Supply network:
Pins as bars on the die edge. Tap cells in grey.
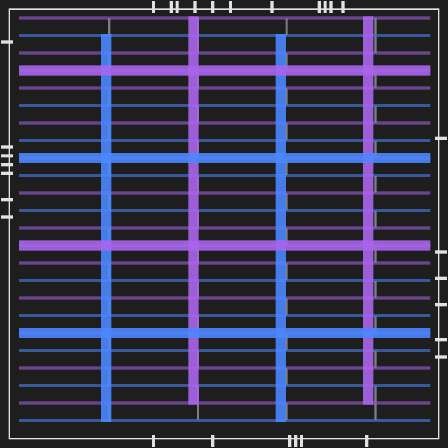
Logic cells by family:
Bar = 20 µm.
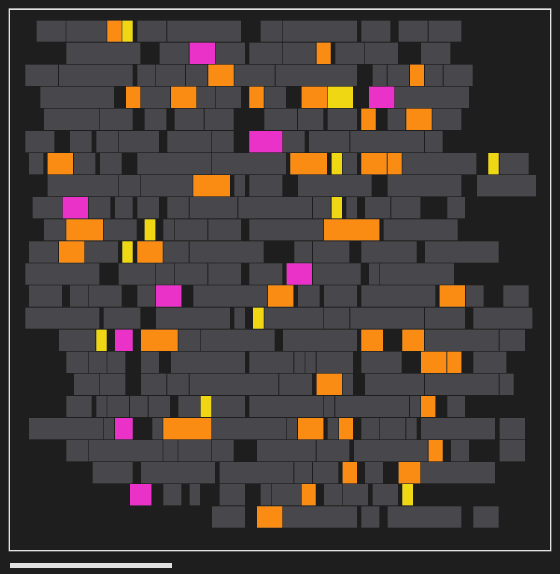
Clock wiring as the flow saved it:
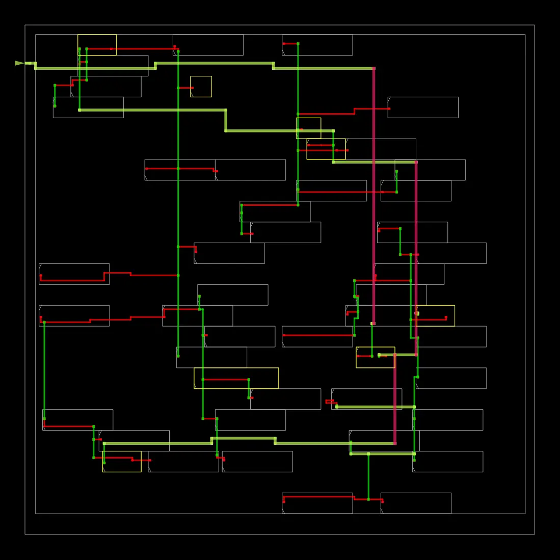
Cell classes on the final placement:
Bar = 20 µm.
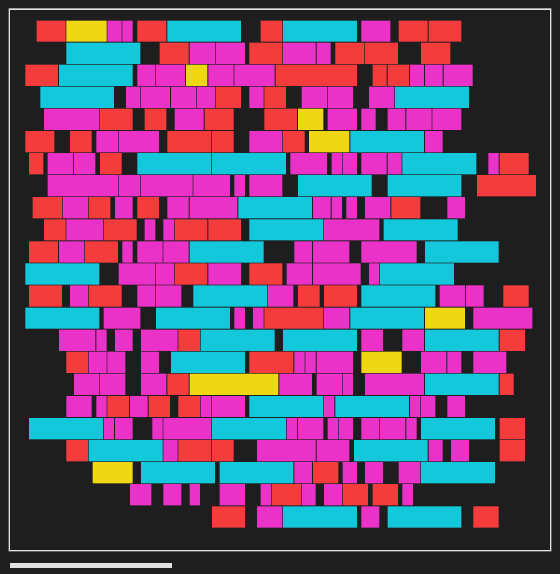
[src/rtl/retospect_cfg_loader.sv]
// rtl/retospect_cfg_loader.sv - configuration scan-chain loader with readback capture
// Serialises host bytes LSB-first into the chain and returns the displaced chain contents.
module retospect_cfg_loader #(
   parameter int CHAIN_LEN = 67,
   parameter int CW        = $clog2(CHAIN_LEN + 1)
) (
   input  logic       clk,
   input  logic       reset,
   input  logic       start,
   input  logic       abort,
   input  logic [7:0] in_data,
   input  logic       in_valid,
   output logic       in_ready,
   output logic       cfg_en,
   output logic       bs_out,
   input  logic       bs_in,
   output logic [7:0] rb_data,
   output logic       rb_valid,
   output logic       reset_nn,
   output logic       busy,
   output logic       done,
   output logic       aborted
);

   localparam int NB        = (CHAIN_LEN + 7) / 8;
   localparam int LAST_BITS = CHAIN_LEN - 8 * (NB - 1);

   typedef enum logic [2:0] {
      S_IDLE,
      S_WAIT_BYTE,
      S_SHIFT,
      S_NN_RESET,
      S_DONE
   } state_t;

   state_t        state;
   logic [7:0]    tx_sr;
   logic [7:0]    rx_sr;
   logic [7:0]    rx_next;
   logic [CW-1:0] bit_cnt;
   logic [3:0]    bits_left;
   logic [3:0]    byte_bits;
   logic          last_byte;

   assign rx_next   = {bs_in, rx_sr[7:1]};
   assign last_byte = (bit_cnt == CW'(8 * (NB - 1)));

   // Strobe-free outputs decode straight from the state register so they fall with an async reset.
   assign in_ready = (state == S_WAIT_BYTE);
   assign cfg_en   = (state == S_SHIFT);
   assign bs_out   = (state == S_SHIFT) & tx_sr[0];
   assign reset_nn = (state == S_NN_RESET);
   assign done     = (state == S_DONE);
   assign busy     = (state != S_IDLE);

   always_ff @(posedge clk or posedge reset) begin
      if (reset) begin
         state     <= S_IDLE;
         tx_sr     <= 8'h00;
         rx_sr     <= 8'h00;
         bit_cnt   <= '0;
         bits_left <= 4'd0;
         byte_bits <= 4'd0;
         rb_data   <= 8'h00;
         rb_valid  <= 1'b0;
         aborted   <= 1'b0;
      end else begin
         rb_valid <= 1'b0;
         aborted  <= 1'b0;
         case (state)
            S_IDLE: begin
               bit_cnt <= '0;
               rx_sr   <= 8'h00;
               if (start) state <= S_WAIT_BYTE;
            end
            S_WAIT_BYTE: begin
               if (abort) begin
                  state   <= S_IDLE;
                  aborted <= 1'b1;
               end else if (in_valid) begin
                  tx_sr     <= in_data;
                  byte_bits <= last_byte ? 4'(LAST_BITS) : 4'd8;
                  bits_left <= last_byte ? 4'(LAST_BITS) : 4'd8;
                  state     <= S_SHIFT;
               end
            end
            S_SHIFT: begin
               if (abort) begin
                  state   <= S_IDLE;
                  aborted <= 1'b1;
               end else begin
                  tx_sr     <= {1'b0, tx_sr[7:1]};
                  rx_sr     <= rx_next;
                  bit_cnt   <= bit_cnt + 1'b1;
                  bits_left <= bits_left - 4'd1;
                  if (bits_left == 4'd1) begin
                     // A short final byte sits in the top bits; shift it down and zero-fill.
                     rb_data  <= rx_next >> (4'd8 - byte_bits);
                     rb_valid <= 1'b1;
                     state    <= (bit_cnt == CW'(CHAIN_LEN - 1)) ? S_NN_RESET : S_WAIT_BYTE;
                  end
               end
            end
            S_NN_RESET: state <= S_DONE;
            S_DONE:     state <= S_IDLE;
            default:    state <= S_IDLE;
         endcase
      end
   end

endmodule

[config.mk]
export PLATFORM = sky130hd
export DESIGN_NAME = retospect_cfg_loader
export DESIGN_NICKNAME = d
export VERILOG_FILES = /design/src/rtl/retospect_cfg_loader.sv
export SDC_FILE = /design/constraint.sdc
export NUM_CORES = 1
export LEC_CHECK = 0
export CORE_MARGIN = 1
export CORE_UTILIZATION = 47
export DETAILED_ROUTE_END_ITERATION = 16
export PLACE_DENSITY = 0.8
export SLEW_MARGIN = 5
export SYNTH_ARGS = -nofsm -noshare
export SYNTH_HDL_FRONTEND = slang
export SYNTH_SLANG_ARGS = --single-unit
[constraint.sdc]
create_clock -name clk -period 1.4 [get_ports clk]
set_clock_uncertainty 0.05 [all_clocks]
set_input_delay 0.28 -clock clk [delete_from_list [all_inputs] [get_ports clk]]
set_output_delay 0.28 -clock clk [all_outputs]
set_load 0.02 [all_outputs]
==> qor.yml <==
outcome: "complete, but fails checks"
violations: "negative setup slack"
yosys-stat-cells: 193
leakage_nw: 1.47
grt_max_degree: 42
syn_nets: 212
yosysWarningCount: 0
worstPathMaxFanout: 3
fp-utilization_pct: 48.9
portBuffers: 29
syn_inst: 193
critPathRequiredTime_ns: 1.07
cp-start-kind: "flip-flop"
track_usage_pct: 24.5
seq_area_mm2: 0.00103
cp_data_arrival_time_ns: 1.45
tightest_slew_ns: 0.306
top_cell_area_share_pct: 52.4
slew_headroom_pct: 79.4
grt_pass1_vias: 1585
antenna_left: 0
final_layout_size_suffix_gt1_share_pct: 46.0
pwr-share-comb_pct: 45.5
ys_types: 42
setup_viol: 46
grt_antenna_before_repair: 0
worst_slack_ns: -0.375
area_growth_syn_to_layout_pct: 55.7
clk_path_buf_depth: 2
max_freq_mhz: 563
place_area_mm2: 0.00248
powerDensity_mw_per_mm2: 1580
maxCapViolCount: 0
top_cells_by_area: "dfrtp_1 (52%), nand2_1 (6.5%), mux2i_1 (4.1%)"
fin_crit_sh_pct: 127
finalPower_mw: 4.82
numClockSinks: 41
avgSynthCellArea_um2: 10.1
cts-hold-fix-buffers: 0
cts_max_level: 2
critPathKind: "flip-flop to primary output"
dr_total_vias: 1751
hold_ws_ns: 0.262
grt_overflow_total: 0
top_area_cell: "dfrtp_1"
pin_count: 30
hold_violations: 0
diodes: 0
power_frac_seq_pct: 33.6
chipArea_mm2: 0.00443
nNetsFinal: 279
yosys_area_mm2: 0.00196
wirelength_um: 5970
fill_cells: 248
syn-cell-area_mm2: 0.00196
place_congestion: 0.797
dp_worst_setup_slack_ns: -0.482
warnings: 32
clkPwrFrac_pct: 20.9
period_minus_slack_ns: 1.78
viasPerCell: 5.63
hold_class: "primary input to asynchronous set/reset pin"
dr.pass1.iters: 4
drc: 0
place_hpwl_um: 2680
drtIter0Drc: 168
p_sw_share_pct: 37.0
drv_slew: 0
grt_pass1_wl_um: 7650
cts-root-buf: "clkbuf_8"
avgRoutedWirePerCell_um: 19.2
rsz0062_at_grt: "yes"
-- 'supply network' (at the start) --
VDD: marked purple. VSS: marked blue.
30 signal pins sit on the boundary. 4 straps on met5.
maximum VDD drop: 0.00112 V
total core area: 0.00400 mm²
die width: 66.5 µm
Die Span Y: 66.5 µm

-- 'logic cells by family' (at the start) --
inverters: marked yellow, cells 11. inverting AOI/OAI gates: marked orange, cells 36. AND and OR gates: marked magenta, cells 9.
most used logic cell in the final layout: dfrtp_1
non-filler cells, final: 311
Comb/total area: 37.2%

-- 'clock wiring as the flow saved it' (at the start) --
clock latency on the worst-skew pair: 0.32 ns
clk pwr: 1.01 mW
flip-flops: 41
cts bufs inserted: 5

-- 'cell classes on the final placement' (at the start) --
all other logic: marked magenta, cells 145. flip-flops: marked cyan, cells 41. clock drivers and dummy loads: marked yellow, cells 8. other buffers and delay cells: marked red, cells 67.
Final Util: 76.2%
row cnt: 23
fraction of area in registers: 33.7%
Final Cell Area: 0.00305 mm²

==> power groups by stage <==
stage | clock network [mW] | registers [mW] | logic, mW
2_1_floorplan | 0 | 1.56 | 0.898
3_3_place_gp | 0 | 1.55 | 1.39
3_5_place_dp | 0 | 1.56 | 1.42
4_1_cts | 0.983 | 1.56 | 1.75
5_1_grt | 1.07 | 1.64 | 2.31
6_report | 1.01 | 1.62 | 2.20
==> path summary, 6_finish.rpt <==
check,end,startpoint,cells past startpoint,slack [ns]
hold reg to reg,rb_data[1],rb_data[1],2,0.45
max in group asynchronous,bit_cnt[5],reset,3,0.83
min in group clk,rb_data[1],rb_data[1],2,0.45
setup / recovery,bs_out,state[0],4,-0.38
setup reg to reg,bits_left[1],state[0],7,-0.33
hold / removal,bits_left[2],reset,3,0.26
==> cell type report <==
type / instances / share of cell area [%]
Multi-Input combinational cell: 134 / 37.2
Sequential cell: 41 / 33.7
Timing Repair Buffer: 67 / 21.8
Clock buffer: 5 / 2.26
Tap cell: 50 / 2.05
Clock inverter: 3 / 1.52
Inverter: 11 / 1.52
==> worst max-delay path, stage by stage, from the launching register on <==
cell and delay [ns]:
dfrtp_1 0.42, or3b_4 0.41, clkinv_4 0.06, and2_4 0.13
buf_6 0.11
==> cell usage after synthesis (all sizes together) <==
cell type,number
clkbuf,2
nand3,2
mux2,1
o22ai,1
o32ai,1
a22oi,3
dfrtp,41
and3,3
nor2b,1
a21oi,3
a22o,3
o22a,1
nor4,1
and3b,2
nand2,35
nand2b,2
a211oi,3
ha,5
nand3b,2
nor2,10
xor2,5
nand4,2
o21bai,1
or3b,1
inv,11
a211o,1
buf,7
mux2i,8
xnor2,1
and2,3
nor3b,3
nor4b,1
nor3,2
o21a,1
o21ai,24
==> layout by cell type, fill, tap and decap left out, drive strengths merged, types with 3 or more instances in the layout <==
cell           count
and3               3
xor2               5
mux2i              8
nand2             37
a22o               3
a21oi              3
clkbuf             6
a211oi             3
inv               10
nor2              10
o21ai             24
and2               3
dlygate4sd2        9
buf               44
a22oi              3
clkdlybuf4s50     13
dfrtp             41
nor3b              3
ha                 5
==> repair_timing <==
item                       4_1_cts  5_1_grt
buffers inserted                 6        7
cloned                           4        3
pin swaps                       12       28
setup endpoints to repair       51       46
gates resized                   72       62
==> flip-flops by register name (all words and copies together), names as in the netlist <==
signal,count
bits_left,4
tx_sr,8
aborted,1
state,3
byte_bits,2
rx_sr,7
rb_data,8
bit_cnt,7
rb_valid,1
==> through the flow <==
stage	util, %	TNS [ns]	instances
global placement	62.1	-12.15	288
global route	76.2	-9.05	311
detailed placement	62.1	-13.52	288
CTS	69.2	-6.99	305
floorplan	-	-3.17	193
finish	76.2	-7.48	311
==> logic make-up after synthesis <==
group | after synthesis | share of synthesized area [%]
simple gates | 70 | 18.9
compound gates | 42 | 13.0
flops | 41 | 52.4
buf+inv | 20 | 5.18
mux | 9 | 4.67
xor+xnor | 6 | 2.69
fa+ha+maj | 5 | 3.20
==> per-layer routing <==
metal  GRT usage [%]  up-vias  routed length (µm)
met1            30.3      883                2360
met3            8.05       19                 281
li1                -      798                   -
met2            39.3       51                3150
met5               0        -                   0
met4            9.84        0                 177
Power is estimated from default activity; no workload was simulated.
